Clock nets:
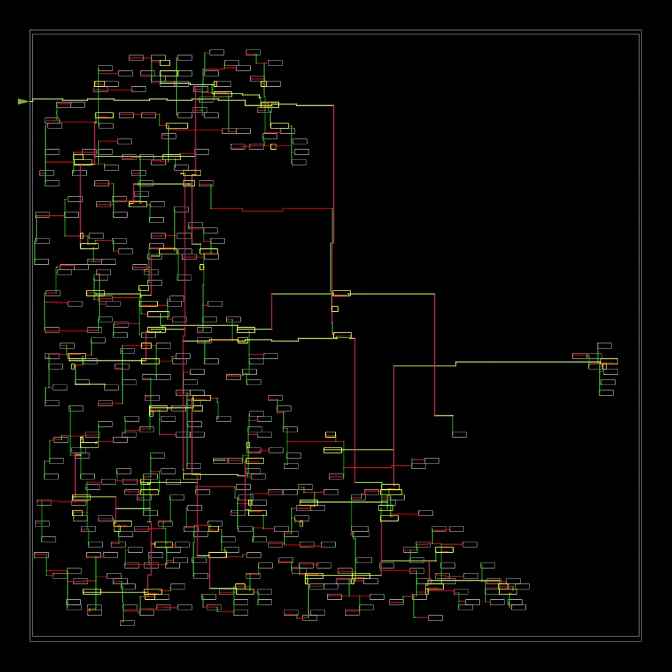
Clock wires, drivers and flops:
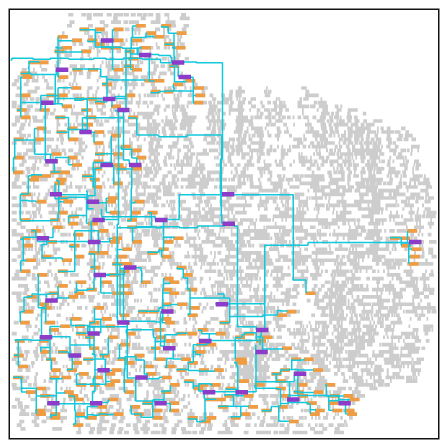
Sizing map:
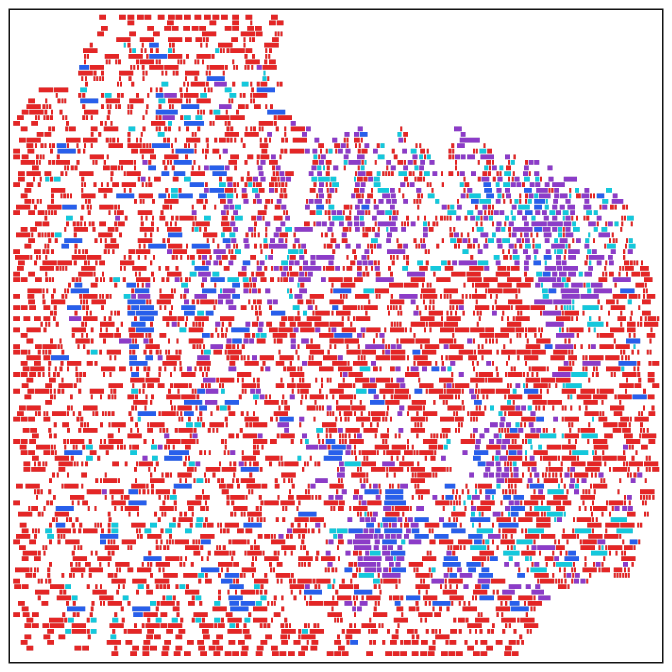
Met1 routing:
Supply wires on this layer in grey.
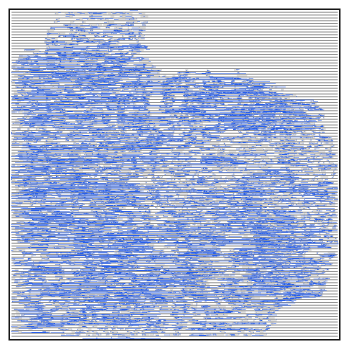
==> config.mk <==
export PLATFORM = sky130hd
export DESIGN_NAME = kalman_alu6
export DESIGN_NICKNAME = d
export VERILOG_FILES = /design/src/rtl/kalman_pkg.sv /design/src/rtl/kalman_satmac.sv /design/src/rtl/kalman_alu6.sv
export SDC_FILE = /design/constraint.sdc
export NUM_CORES = 2
export LEC_CHECK = 0
export ABC_AREA = 1
export CAP_MARGIN = 20
export CELL_PAD_IN_SITES_DETAIL_PLACEMENT = 0
export CELL_PAD_IN_SITES_GLOBAL_PLACEMENT = 2
export CORE_UTILIZATION = 28
export DETAILED_ROUTE_END_ITERATION = 8
export HOLD_SLACK_MARGIN = 0.02
export PLACE_DENSITY = 0.72
export SLEW_MARGIN = 25
export SYNTH_ARGS = -nofsm -noshare
export SYNTH_HDL_FRONTEND = slang
export SYNTH_SLANG_ARGS = --single-unit
==> constraint.sdc <==
create_clock -name clk -period 9.5 [get_ports clk]
set_input_delay 2.85 -clock clk [delete_from_list [all_inputs] [get_ports clk]]
set_output_delay 2.85 -clock clk [all_outputs]
set_load 0.05 [all_outputs]
==> impl_metrics.csv <==
group,metric,value,unit
worst_setup_path,crit_path_max_fanout,8,
job,tool_warnings,44,
clock_network,cts_tree,"yes",
floorplan,row_count,115,
yosys,fp_nets,4499,
clock_network,htree_levels,2,
drt,dr.pass1.iters,5,
yosys,syn_area,27900,sq um
sta,finalMaxSlewViolations,0,
worst_setup_path,crit_path_max_incr_delay,0.53,ns
global_routing,grt_overflow,0,
outcome,status,"finished with violations",
drt,wl_per_cell,21.1,microns
yosys,yosysSeqAreaShare,23.8,%
job,maxCapViolCount,0,
yosys,async_reset_ff_share,0,%
sta,worst_pin_slew,1.08,ns
global_routing,antenna_found_initial,18,
yosys,synth_cell_types,55,
placement,io_buffer_count,329,
sta,hold_violations,0,
global_routing,grt_max_degree,168,
worst_setup_path,crit_type,"reg2reg",
pwr,p_per_area,289,nW/um^2
cells_and_area,area_delta_synth_final,47.7,%
placement,post-dp-hpwl,97800,microns
cells_and_area,comb_area,19600,sq um
worst_setup_path,cp-start-kind,"register",
yosys,numSynthFlops,332,
global_routing,grt_usage,24.8,%
sta,min_period,9.78,ns
yosys,synth_chip_area,27900,sq um
global_routing,grt_pass1_wl,188000,microns
worst_setup_path,arrival,10.28,ns
cells_and_area,fillCellCount,10211,
placement,routabilityCongestion,0.926,
clock_network,cts_buffer_depth,3,
drt,vias_per_cell,4.69,
sta,slew_headroom,28.0,%
drt,ant_nets,0,
global_routing,grt_pass1_vias,29095,
yosys,flop_cell,"dfxtp_1",
worst_hold_path,hold_depth,2,
cells_and_area,register_area,6660,sq um
sta,layout_setup_ws,-0.276,ns
yosys,syn_inst,3915,
pwr,p_leak,20.9,nW
floorplan,die_w,318,microns
floorplan,chipArea,101000,sq um
sta,rsz0062_at_grt,"true",
floorplan,initial_core_util,28.3,%
placement,place_ws,-1.11,ns
sta,fmax,102,MHz
yosys,edf_count,0,
cells_and_area,fin_util,41.8,%
cells_and_area,drive_above_1_share,24.4,%
worst_setup_path,timing.critical_path.mode_cell,"fa_1",
yosys,ys_cells,3915,
floorplan,die_h,318,microns
yosys,avgSynthCellArea,7.13,sq um
worst_setup_path,crit_required,10.01,ns
outcome,violations,"negative setup slack",
cells_and_area,final_net_count,5274,
clock_network,cts-root-buf,"clkbuf_16",
worst_setup_path,endpoint_kind,"register",
worst_hold_path,min_path_type,"reg2reg",
pwr,ir_drop,0.190,mV
sta,final-setup-viol-count,132,
drt,drt_iter0_drc,1798,
floorplan,coreArea,98600,sq um
floorplan,ios,330,
worst_setup_path,r2r_setup_slack,-0.28,ns
worst_setup_path,critPathSlowestCell,"fa_1",
yosys,yosys_warnings,0,
clock_network,clk_pin_slew_worst_paths,0.06,ns
worst_setup_path,reg2reg_depth,55,
drt,drc,0,
-- 'clock nets' (at the start) --
worst skew pair latency: 0.62 ns
clock sinks: 332
number of clock buffers in the layout: 68
cts bufs inserted: 44
clock skew: 0.0399 ns

-- 'clock wires, drivers and flops' (at the start) --
[flip-flops] orange | count: 332
[clock drivers] purple | count: 44
[clock wires] cyan | length: 6080 microns
routed clock nets: 45
Clock group: 0.00176 W
clock network fraction of design power: 14.8%

-- 'sizing map' (at the start) --
[_6 and larger] blue | cells: 195 | share: 4.1%
[_2 cells] cyan | cells: 329 | share: 7.0%
[_3 and _4 cells] purple | cells: 630 | share: 13%
[_0 and _1 cells] red | cells: 3570 | share: 76%
final setup margin: -0.276 ns
Buffers, non-clock: 926

-- 'met1 routing' (at the start) --
nets with wire on the layer: 4958
main direction: horizontal
longest straight run: 106 microns
share of all routed wire: 43%
total wire length: 127000 microns
met1 Usage GRT: 31.6%
vias: 28.2k

## synth_stat cells, types with 21 or more instances
master	instances	area share, %
nand2_1	724	9.7
clkbuf_1	178	2.4
fa_1	279	20
inv_1	804	11
nor2_1	404	5.4
dfxtp_1	332	24
nand3_2	35	1.3
o21ai_0	389	7.0
ha_1	115	5.2
a21oi_1	253	4.5
nand3_1	149	2.7
xor2_1	38	1.2
a22o_1	21	0.66
## critical path: cells and delay by family (launching register included)
kind                     cells  cell delay, ns
AND/OR/NAND/NOR             17            1.62
AND-OR/OR-AND                9            1.45
XOR/XNOR                     3            0.48
flip-flops                   1            0.39
buffers and inverters       17            1.85
adder cells (fa/ha/maj)      9            3.81
## cells by family after synthesis
kind of cell	count (synthesis)	share of synthesized area (%)
AND/OR/NAND/NOR	1372	20.7
buffers and inverters	1011	13.8
AND-OR/OR-AND	747	14.5
adder cells (fa/ha/maj)	394	25.2
flip-flops	332	23.8
XOR/XNOR	59	1.97
## routing by layer
metal  GRT usage [%]  vias up  routed length [microns]
li1                -    13627                        -
met1            31.6    13702                    54900
met2            42.9      686                    61600
met3            3.27      159                     5750
met4            8.83       24                     4450
met5               0        -                      151
## metrics by stage
step / hold WS [ns] / setup TNS (ns) / instances / total power, W / instance area, sq um
2_1_floorplan: 0.444 / 0 / 3915 / 0.00513 / 27900
3_3_place_gp: 0.460 / -135.76 / 5793 / 0.00857 / 36000
3_5_place_dp: 0.459 / -129.29 / 5793 / 0.00853 / 36000
6_report: 0.463 / -23.75 / 6016 / 0.0119 / 41200
4_1_cts: 0.470 / -21.34 / 5974 / 0.0114 / 40100
5_1_grt: 0.494 / -88.08 / 6014 / 0.0126 / 41200
## what timing repair did
action,4_1_cts,5_1_grt
endpoints found under the hold margin,0,0
hold buffers,0,0
cloned,8,3
endpoints found under the setup margin,138,138
setup buffers,96,43
resized,427,222
pin swaps,121,163
## cell usage in the layout (no fill, tap or decap), types with 14 or more instances in the layout
master,count
buf_6,63
o21ai_0,365
buf_12,41
nand2_2,72
ha_1,82
nand2_4,38
nor2_4,16
xor2_1,35
nand3_1,97
a221oi_1,18
inv_2,57
o21ai_1,14
clkdlybuf4s50_1,329
dfxtp_1,329
nor2_1,372
a21oi_1,194
inv_1,742
xnor2_1,15
nand3_2,67
nor2_2,19
fa_2,22
nand3_4,24
clkbuf_16,48
fa_1,257
nand2_1,623
ha_4,29
buf_4,480
clkbuf_8,14
a21oi_2,53
## power by group
part           total, W  switching (W)  internal, W
Sequential      0.00173       0.000147      0.00159
Combinational   0.00840        0.00477      0.00364
Clock           0.00176       0.000735      0.00103
Total            0.0119        0.00565      0.00625
## cell type report
| type | count | share of cell area, % |
|---|---|---|
| well taps | 1287 | 3.91 |
| multi-input cells | 2574 | 47.6 |
| diodes | 5 | 0.0304 |
| clock inverters | 12 | 0.422 |
| inverters | 812 | 7.51 |
| repair buffers | 926 | 21.1 |
| clock buffers | 68 | 3.23 |
| flip-flops and latches | 332 | 16.2 |
Power and IR drop assume default switching activity.
